--- src/rtl/rr_arbiter_4.sv ---
// Four-requester round-robin arbiter with grant hold, release handshake and
// hold timeout. Drives a one-hot grant into a downstream 4-to-2 encoder.
//
// Handshake: a grant is issued one cycle after an enabled, non-empty request
// is sampled in IDLE and held until en drops, done pulses, the owner drops its
// request, or the hold limit is reached (in that priority); the release takes
// effect at the next edge and is always followed by one idle cycle.
module rr_arbiter_4 #(
    parameter int HOLD_MAX = 15
) (
    input  logic       clk,
    input  logic       rst_n,
    input  logic       en,
    input  logic [3:0] req,
    input  logic       done,
    output logic [3:0] gnt,
    output logic       gnt_valid,
    output logic       timeout
);

    localparam int CW = $clog2(HOLD_MAX + 1);
    localparam logic [CW-1:0] HOLD_LIM = CW'(HOLD_MAX);
    localparam logic [CW-1:0] CNT_ONE  = CW'(1);

    typedef enum logic {
        IDLE  = 1'b0,
        GRANT = 1'b1
    } state_t;

    state_t        state_q, state_d;
    logic [1:0]    ptr_q, ptr_d;
    logic [1:0]    own_q, own_d;
    logic [CW-1:0] cnt_q, cnt_d;
    logic [3:0]    gnt_q, gnt_d;
    logic          gnt_valid_q, gnt_valid_d;
    logic          timeout_q, timeout_d;

    logic          pick_found;
    logic [1:0]    pick_idx;
    logic [1:0]    scan_idx;

    // Round-robin scan: first requester at or after ptr, wrapping 3 -> 0.
    always_comb begin
        pick_found = 1'b0;
        pick_idx   = 2'd0;
        scan_idx   = 2'd0;
        for (int i = 0; i < 4; i++) begin
            scan_idx = ptr_q + 2'(i);
            if (!pick_found && req[scan_idx]) begin
                pick_found = 1'b1;
                pick_idx   = scan_idx;
            end
        end
    end

    // Next-state logic: issue grants in IDLE, evaluate release order in GRANT.
    always_comb begin
        state_d   = state_q;
        ptr_d     = ptr_q;
        own_d     = own_q;
        cnt_d     = cnt_q;
        gnt_d     = gnt_q;
        timeout_d = 1'b0;
        case (state_q)
            IDLE: begin
                gnt_d = 4'b0000;
                if (en && pick_found) begin
                    own_d   = pick_idx;
                    gnt_d   = 4'b0001 << pick_idx;
                    cnt_d   = CNT_ONE;
                    state_d = GRANT;
                end
            end
            GRANT: begin
                if (!en || done || !req[own_q]) begin
                    gnt_d   = 4'b0000;
                    ptr_d   = own_q + 2'd1;
                    state_d = IDLE;
                end else if (cnt_q == HOLD_LIM) begin
                    // Only a hold-limit release is reported as a timeout.
                    gnt_d     = 4'b0000;
                    ptr_d     = own_q + 2'd1;
                    state_d   = IDLE;
                    timeout_d = 1'b1;
                end else begin
                    cnt_d = cnt_q + 1'b1;
                end
            end
            default: begin
                gnt_d   = 4'b0000;
                state_d = IDLE;
            end
        endcase
        gnt_valid_d = |gnt_d;
    end

    // State and output registers with synchronous active-low reset.
    always_ff @(posedge clk) begin
        if (!rst_n) begin
            state_q     <= IDLE;
            ptr_q       <= 2'd0;
            own_q       <= 2'd0;
            cnt_q       <= '0;
            gnt_q       <= 4'b0000;
            gnt_valid_q <= 1'b0;
            timeout_q   <= 1'b0;
        end else begin
            state_q     <= state_d;
            ptr_q       <= ptr_d;
            own_q       <= own_d;
            cnt_q       <= cnt_d;
            gnt_q       <= gnt_d;
            gnt_valid_q <= gnt_valid_d;
            timeout_q   <= timeout_d;
        end
    end

    assign gnt       = gnt_q;
    assign gnt_valid = gnt_valid_q;
    assign timeout   = timeout_q;

endmodule

--- config.mk ---
export PLATFORM = sky130hd
export DESIGN_NAME = rr_arbiter_4
export DESIGN_NICKNAME = d
export VERILOG_FILES = /design/src/rtl/rr_arbiter_4.sv
export SDC_FILE = /design/constraint.sdc
export NUM_CORES = 1
export LEC_CHECK = 0
export CORE_MARGIN = 3
export CORE_UTILIZATION = 49
export DETAILED_ROUTE_END_ITERATION = 8
export PLACE_DENSITY = 0.75
export RECOVER_POWER = 100
export SYNTH_ARGS = -nofsm -noshare
export SYNTH_HDL_FRONTEND = slang
export SYNTH_SLANG_ARGS = --single-unit
--- constraint.sdc ---
create_clock -name clk -period 2 [get_ports clk]
set_input_delay 0.4 -clock clk [delete_from_list [all_inputs] [get_ports clk]]
set_output_delay 0.4 -clock clk [all_outputs]
set_load 0.01 [all_outputs]
==> results.sh <==
# yosys + openroad results
export IMPL_antenna_left=0
export IMPL_critPathRequiredTime_ps=2190
export IMPL_synth_most_common_cell="dfxtp_1"
export IMPL_ys_area_um2=767.0
export IMPL_setup_tns_final_ps=0
export IMPL_path_class="in -> reg"
export IMPL_lay_top_cells="15 x dfxtp_1, 8 x nand2_1, 7 x dlygate4sd3_1, 6 x inv_1, 6 x clkdlybuf4s50_1"
export IMPL_clockBufferDepth=2
export IMPL_min_period_ps=1797
export IMPL_groute_layer_met1_usage_pct=23.37
export IMPL_first_global_vias=622
export IMPL_rr_startpoint="own_q[0]"
export IMPL_yosysWarnings=0
export IMPL_cts_max_level=1
export IMPL_final_non_filler_cell_total=119
export IMPL_synthFlopType="dfxtp_1"
export IMPL_maxSlewViolCount=0
export IMPL_drive_above_1_share_pct=15.38
export IMPL_cp_max_stage_delay_ps=600
export IMPL_synth_top_area_share_pct=39.15
export IMPL_crit_path_end_kind="register"
export IMPL_globalRouteOverflowTotal=0
export IMPL_fraction_of_area_in_multi_input_gates_pct=44.57
export IMPL_floorplan_nets=92
export IMPL_path_max_fanout=7
export IMPL_ys_sh_adder_pct=1.631
export IMPL_run_status="finished, final reports clean"
export IMPL_floorplan_initialDensity_pct=55.48
export IMPL_clock_net_power_mw=0.174
export IMPL_netlist_top_cells_area="dfxtp_1 39%, mux2i_1 6.5%, a22o_1 4.6%, nand2_1 3.9%, a21oi_1 3.3%"
export IMPL_ys_sh_aoi_pct=21.37
export IMPL_grt_pass1_wl_um=2594
export IMPL_p_sw_mw=0.1664
export IMPL_worst_slack_ps=202.5
export IMPL_die_size_x_um=45.57
export IMPL_highest_layer="met4"
export IMPL_detailroute_wirelength_met3_um=61
export IMPL_post_synth_top_area_cell="dfxtp_1"
export IMPL_grt_use_met2_pct=25.35
export IMPL_finalWeightedCongestion=0.7647
export IMPL_design_area_um2=968.4
export IMPL_worst_hold_end="cnt_q[1]"
export IMPL_chipArea_mm2=0.002076
export IMPL_seq_power_mw=0.327
export IMPL_cts_hold_repair_buffers=0
export IMPL_tightestPinTransition_ps=459.1
export IMPL_antenna_found_initial=0
export IMPL_sw_ratio_pct=27.01
export IMPL_share_clk_of_total_power_pct=28.2
export IMPL_vias_per_cell=5.563
export IMPL_clock_buffers=3
export IMPL_power_ir_vdd_worst_v=0.0003627
export IMPL_crit_start="req[2]"
export IMPL_later_pin_clock_latency_in_the_skew_report_ps=280
export IMPL_post_synth_inst_count=83
export IMPL_setup_viol=0
export IMPL_area_share_clock_buf_inv_pct=2.842
export IMPL_nFillCells=113
export IMPL_finalHoldViolations=0
export IMPL_hpwlAfterDp_um=1146
export IMPL_worst_hold_path_num_cells=2
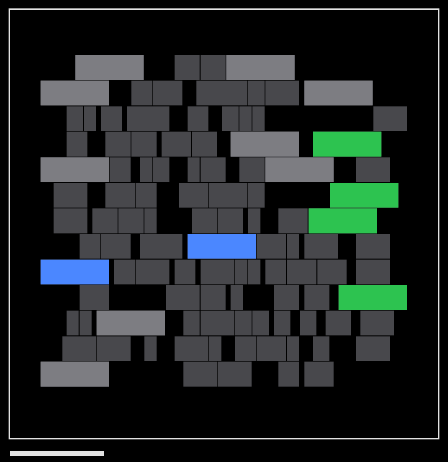
*Sequential cells grouped by signal name*
Scale bar: 10 um.
Key: own_q = blue [placed flops 2]; gnt = green [placed flops 4, where east]
flop share of the area: 31.01%
final design utilization: 70.05%

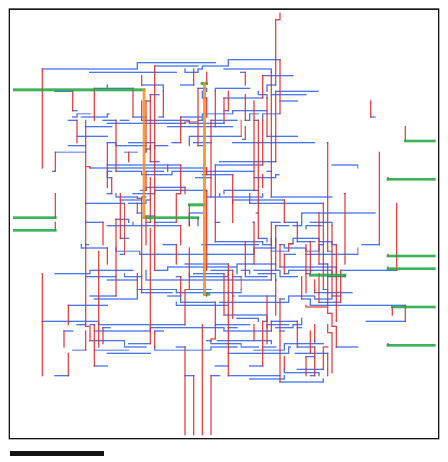
*Routed metal, one colour a layer*
Scale bar: 10 um.
Key: M1 = blue [wire length 750 um]; M2 = red [wire length 599 um]; M3 = green [wire length 61.2 um]; M4 = orange [wire length 36.0 um]
detailed-route wire length per cell: 12.15 um
total wirelength of the detailed-routed design: 1446 um
total via count after detailed routing: 662
global routing usage summed across all routing layers: 17.19%

